$ cat src/rtl/output_channel_sequencer.sv
// output_channel_sequencer: steps the output mux through the filter channels
// (auto-scan over a channel mask, or a host-chosen manual channel) and presents
// each sample with a valid/ready handshake, aligned to the mux's registered data.
// Optional build macro SEQ_STALL_DROP_EN: in auto-scan, a sample stalled for 16
// cycles is dropped and counted on o_drop_count.
module output_channel_sequencer #(
    parameter int NUM_FILTERS = 8,
    parameter int DWELL_WIDTH = 8
) (
    input  logic                   clk,
    input  logic                   rst,
    input  logic                   i_enable,
    input  logic                   i_auto_scan,
    input  logic [7:0]             i_manual_channel,
    input  logic [NUM_FILTERS-1:0] i_channel_mask,
    input  logic [DWELL_WIDTH-1:0] i_dwell_cycles,
    input  logic                   i_ready,
    output logic [7:0]             o_select_output_channel,
    output logic                   o_valid,
    output logic [7:0]             o_channel_tag,
    output logic                   o_frame_start
`ifdef SEQ_STALL_DROP_EN
    ,
    output logic [7:0]             o_drop_count
`endif
);

    typedef enum logic [1:0] {IDLE, SELECT, PRESENT, DWELL} state_t;

    state_t                 state_q, state_d, adv_state;
    logic [7:0]             chan_q, chan_d, adv_chan;
    logic                   frame_q, frame_d, adv_frame;
    logic [DWELL_WIDTH-1:0] dwell_q, dwell_d;
    logic [7:0]             manual_clamped, mask_first, mask_next;
    logic                   mask_any, take_adv;

`ifdef SEQ_STALL_DROP_EN
    logic [3:0] stall_q, stall_d;
    logic       auto_q;
    logic       drop;
    logic [7:0] drop_cnt_q;
`endif

    // Lowest set bit of the mask (0 when empty; callers check mask_any).
    function automatic logic [7:0] first_set(input logic [NUM_FILTERS-1:0] m);
        first_set = '0;
        for (int n = NUM_FILTERS - 1; n >= 0; n--)
            if (m[n]) first_set = 8'(n);
    endfunction

    // Lowest set bit strictly above cur, wrapping to the lowest set bit.
    function automatic logic [7:0] next_set(input logic [NUM_FILTERS-1:0] m,
                                            input logic [7:0] cur);
        next_set = first_set(m);
        for (int n = NUM_FILTERS - 1; n >= 0; n--)
            if (m[n] && (8'(n) > cur)) next_set = 8'(n);
    endfunction

    assign mask_any       = |i_channel_mask;
    assign mask_first     = first_set(i_channel_mask);
    assign mask_next      = next_set(i_channel_mask, chan_q);
    assign manual_clamped = (i_manual_channel < 8'(NUM_FILTERS)) ? i_manual_channel : 8'd0;

    // Advance step: mode and mask are only looked at when leaving PRESENT/DWELL.
    always_comb begin
        adv_state = SELECT;
        adv_chan  = chan_q;
        adv_frame = 1'b0;
        if (i_auto_scan) begin
            if (mask_any) begin
                adv_chan  = mask_next;
                adv_frame = (mask_next == mask_first);
            end else begin
                adv_state = IDLE;
            end
        end else begin
            adv_chan = manual_clamped;
        end
    end

    // Next-state logic; disable overrides everything and leaves the mux select alone.
    always_comb begin
        state_d  = state_q;
        chan_d   = chan_q;
        frame_d  = frame_q;
        dwell_d  = dwell_q;
        take_adv = 1'b0;
`ifdef SEQ_STALL_DROP_EN
        stall_d  = '0;
        drop     = 1'b0;
`endif
        case (state_q)
            IDLE: begin
                if (i_auto_scan) begin
                    if (mask_any) begin
                        chan_d  = mask_first;
                        frame_d = 1'b1;
                        state_d = SELECT;
                    end
                end else begin
                    chan_d  = manual_clamped;
                    frame_d = 1'b0;
                    state_d = SELECT;
                end
            end
            // Mux registers the new select during this cycle.
            SELECT: state_d = PRESENT;
            PRESENT: begin
                if (i_ready) begin
                    if (i_dwell_cycles == '0) begin
                        take_adv = 1'b1;
                    end else begin
                        dwell_d = i_dwell_cycles;
                        state_d = DWELL;
                    end
                end
`ifdef SEQ_STALL_DROP_EN
                else if (auto_q && (stall_q == 4'hF)) begin
                    take_adv = 1'b1;
                    drop     = 1'b1;
                end else begin
                    stall_d = stall_q + 4'd1;
                end
`endif
            end
            DWELL: begin
                dwell_d = dwell_q - DWELL_WIDTH'(1);
                if (dwell_q <= DWELL_WIDTH'(1)) take_adv = 1'b1;
            end
            default: state_d = IDLE;
        endcase
        if (take_adv) begin
            state_d = adv_state;
            chan_d  = adv_chan;
            frame_d = adv_frame;
        end
        if (!i_enable) begin
            state_d = IDLE;
            chan_d  = chan_q;
            frame_d = frame_q;
`ifdef SEQ_STALL_DROP_EN
            drop    = 1'b0;
`endif
        end
    end

    // State and channel registers.
    always_ff @(posedge clk) begin
        if (rst) begin
            state_q <= IDLE;
            chan_q  <= '0;
            frame_q <= 1'b0;
            dwell_q <= '0;
        end else begin
            state_q <= state_d;
            chan_q  <= chan_d;
            frame_q <= frame_d;
            dwell_q <= dwell_d;
        end
    end

`ifdef SEQ_STALL_DROP_EN
    // Stall timer, mode of the sample being presented, and saturating drop count.
    always_ff @(posedge clk) begin
        if (rst) begin
            stall_q    <= '0;
            auto_q     <= 1'b0;
            drop_cnt_q <= '0;
        end else begin
            stall_q <= stall_d;
            if (state_d == SELECT) auto_q <= i_auto_scan;
            if (drop && (drop_cnt_q != 8'hFF)) drop_cnt_q <= drop_cnt_q + 8'd1;
        end
    end

    assign o_drop_count = drop_cnt_q;
`endif

    assign o_valid                 = (state_q == PRESENT);
    assign o_frame_start           = o_valid & frame_q;
    assign o_select_output_channel = chan_q;
    assign o_channel_tag           = chan_q;

endmodule

$ cat config.mk
export PLATFORM = sky130hd
export DESIGN_NAME = output_channel_sequencer
export DESIGN_NICKNAME = d
export VERILOG_FILES = /design/src/rtl/output_channel_sequencer.sv
export SDC_FILE = /design/constraint.sdc
export NUM_CORES = 1
export LEC_CHECK = 0
export CAP_MARGIN = 10
export CORE_AREA = 2 2 64 66
export CTS_CLUSTER_SIZE = 28
export DETAILED_ROUTE_END_ITERATION = 16
export DIE_AREA = 0 0 66 68
export PLACE_DENSITY_LB_ADDON = 0.08
export SYNTH_ARGS = -nofsm -noshare
export SYNTH_HDL_FRONTEND = slang
export SYNTH_SLANG_ARGS = --single-unit
$ cat constraint.sdc
create_clock -name clk -period 2.1 [get_ports clk]
set_input_delay 0.42 -clock clk [delete_from_list [all_inputs] [get_ports clk]]
set_output_delay 0.42 -clock clk [all_outputs]
set_load 0.01 [all_outputs]
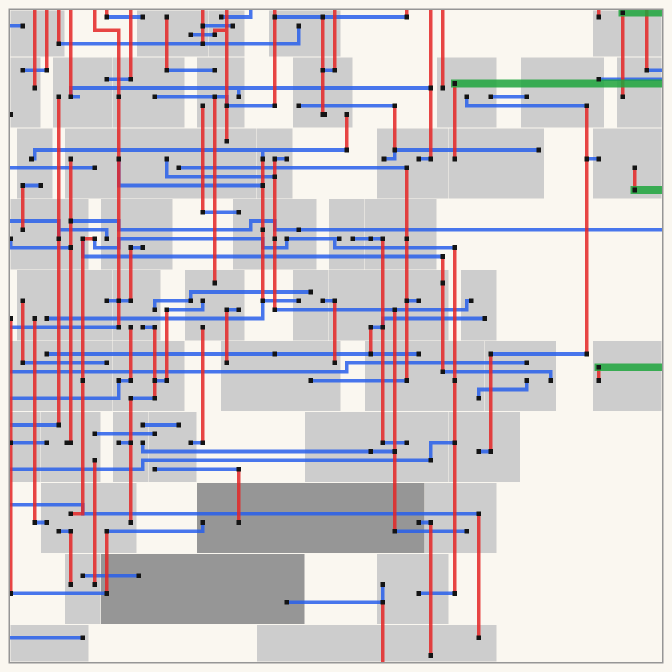
Fig. 1. Zoomed window.
Region (37, 4) to (62, 29) um. Cells in gray, sequential cells in the stronger gray; small squares are vias.
Red is metal 2. Green is metal 3. Blue is metal 1.
Sequential cells in the window: 2. Most frequent: buf_4 (10). 47 logic cells have their middle in the window. Netlist names of flops here include state_q (2).

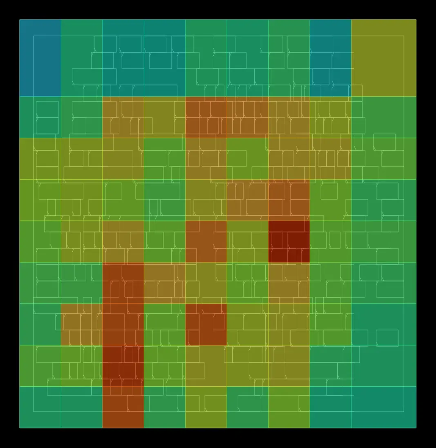
Fig. 2. Routing congestion.
WL/cell: 13.3 um
routing usage on met3: 2.63%
GRT met1 Usage: 29.3%
fin util: 62.5%
GR Util met2: 32.2%

==> reports/qor.txt <==
Critical path destination = frame_q$_SDFFE_PP0P_
Status = complete, but fails checks
RSZ-0062 raised after global routing = yes
Peak Freq = 0.476 GHz
CTS root buffer = clkbuf_8
Distinct lib cells used = 52
DP HPWL = 3.49 mm
Final setup vio count = 1
Critical-path cell list = ha_4 -> or4b_4 -> nor4b_4 -> a21o_2 -> o221a_4 -> o211ai_1 -> o32ai_2
Fin nets = 323
R2R cell count = 7
First drt pass iteration count = 4
Synth warn = 0
Row cnt = 23
CTS tree = built
Resized cells post-CTS = 2
Crit path max fanout = 5
Setup slack after layout = -1.29 ps
Total track usage = 20.5%
Number of global-route vias before repair = 1,609
Routability cong. = 0.871
Failing checks = negative setup slack
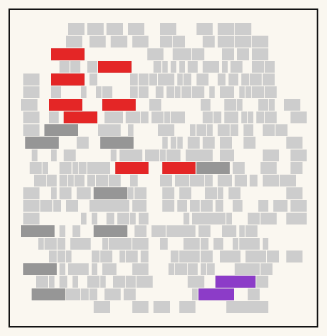
Fig. 3. Where the registers sit.
Other sequential cells in the stronger gray, the rest of the logic in the fainter gray.
Red is o_channel_tag, sequential cells 8. Purple is state_q, sequential cells 2.
Seq. pwr: 0.391 mW
flop share of the area: 16.0%

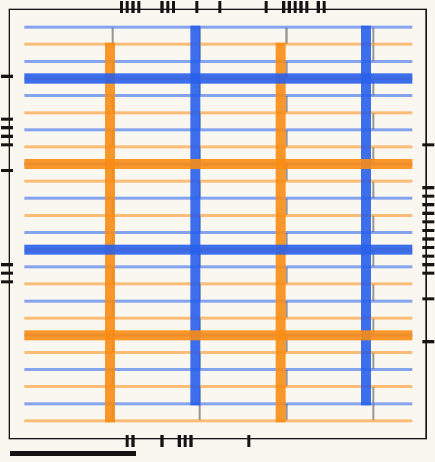
Fig. 4. PDN straps and rails.
The bar under the picture is 20 um long. Pins as bars on the die edge. Tap cells in gray.
Orange is VSS. Blue is VDD.
24 met1 rails follow the rows. The core has 23 rows. 4 straps on met4. 50 tap cells. 4 straps on met5.
peak supply drop: 360 uV
die width: 66 um
area of the core: 3860 um2
chip height: 68 um

==> kinds of logic after synthesis <==
logic type	Yosys count	synth area share [%]
compound gates	70	32.3
fa+ha+maj	8	6.31
buf+inv	27	8.83
flops	19	24.0
mux	4	2.52
simple gates	80	26.1
==> registers in the layout, summed over array words and instances (netlist names) <==
name and flops:
o_channel_tag 8, state_q 2, dwell_q 8, frame_q 1
==> cell usage in the layout, fill, tap and decap left out, types with 4 or more instances in the layout <==
cell type,instances
nor3_1,6
buf_4,43
a22oi_1,6
dfxtp_1,17
a21oi_1,13
nor2b_1,4
mux2i_1,4
inv_1,10
o21ai_0,12
and2_1,7
nor4_1,5
ha_1,6
nor2_1,25
nand2_1,17
clkdlybuf4s50_1,44
==> worst max-delay path: cells and delay by family, from the launching register on <==
kind	cells	cell delay, ps
fa+ha+maj	1	150
compound gates	4	730
simple gates	2	770
flops	1	360
==> power breakdown <==
part	switching [mW]	internal, mW
logic	0.156	0.199
registers	0.0175	0.373
clock network	0.122	0.132
==> per-stage QoR <==
step / cells / power [mW] / setup TNS, ps
4_1_cts: 335 / 1.01 / -12.1
5_1_grt: 335 / 1.07 / -451
6_report: 335 / 1.00 / -1.29
3_3_place_gp: 329 / 0.750 / -1420
2_1_floorplan: 208 / 0.576 / 0
3_5_place_dp: 329 / 0.749 / -1470
==> layout make-up <==
class	instances	area, um2	area share, %
sequential	19	385	16.0
timing repair buffer	89	785	32.6
tap	50	62.6	2.60
multi-input combinational	162	1090	45.2
clock inverter	1	5.00	0.208
clock buffer	3	41.3	1.71
inverter	11	41.3	1.71
==> per-layer routing <==
layer	vias to the layer above	GRT usage, %	wire length [um]
met1	812	29.3	2210
met4	0	6.63	58
li1	915	-	-
met3	7	2.63	232
met5	-	0	0
met2	43	32.2	1960
Power and IR drop assume default switching activity.
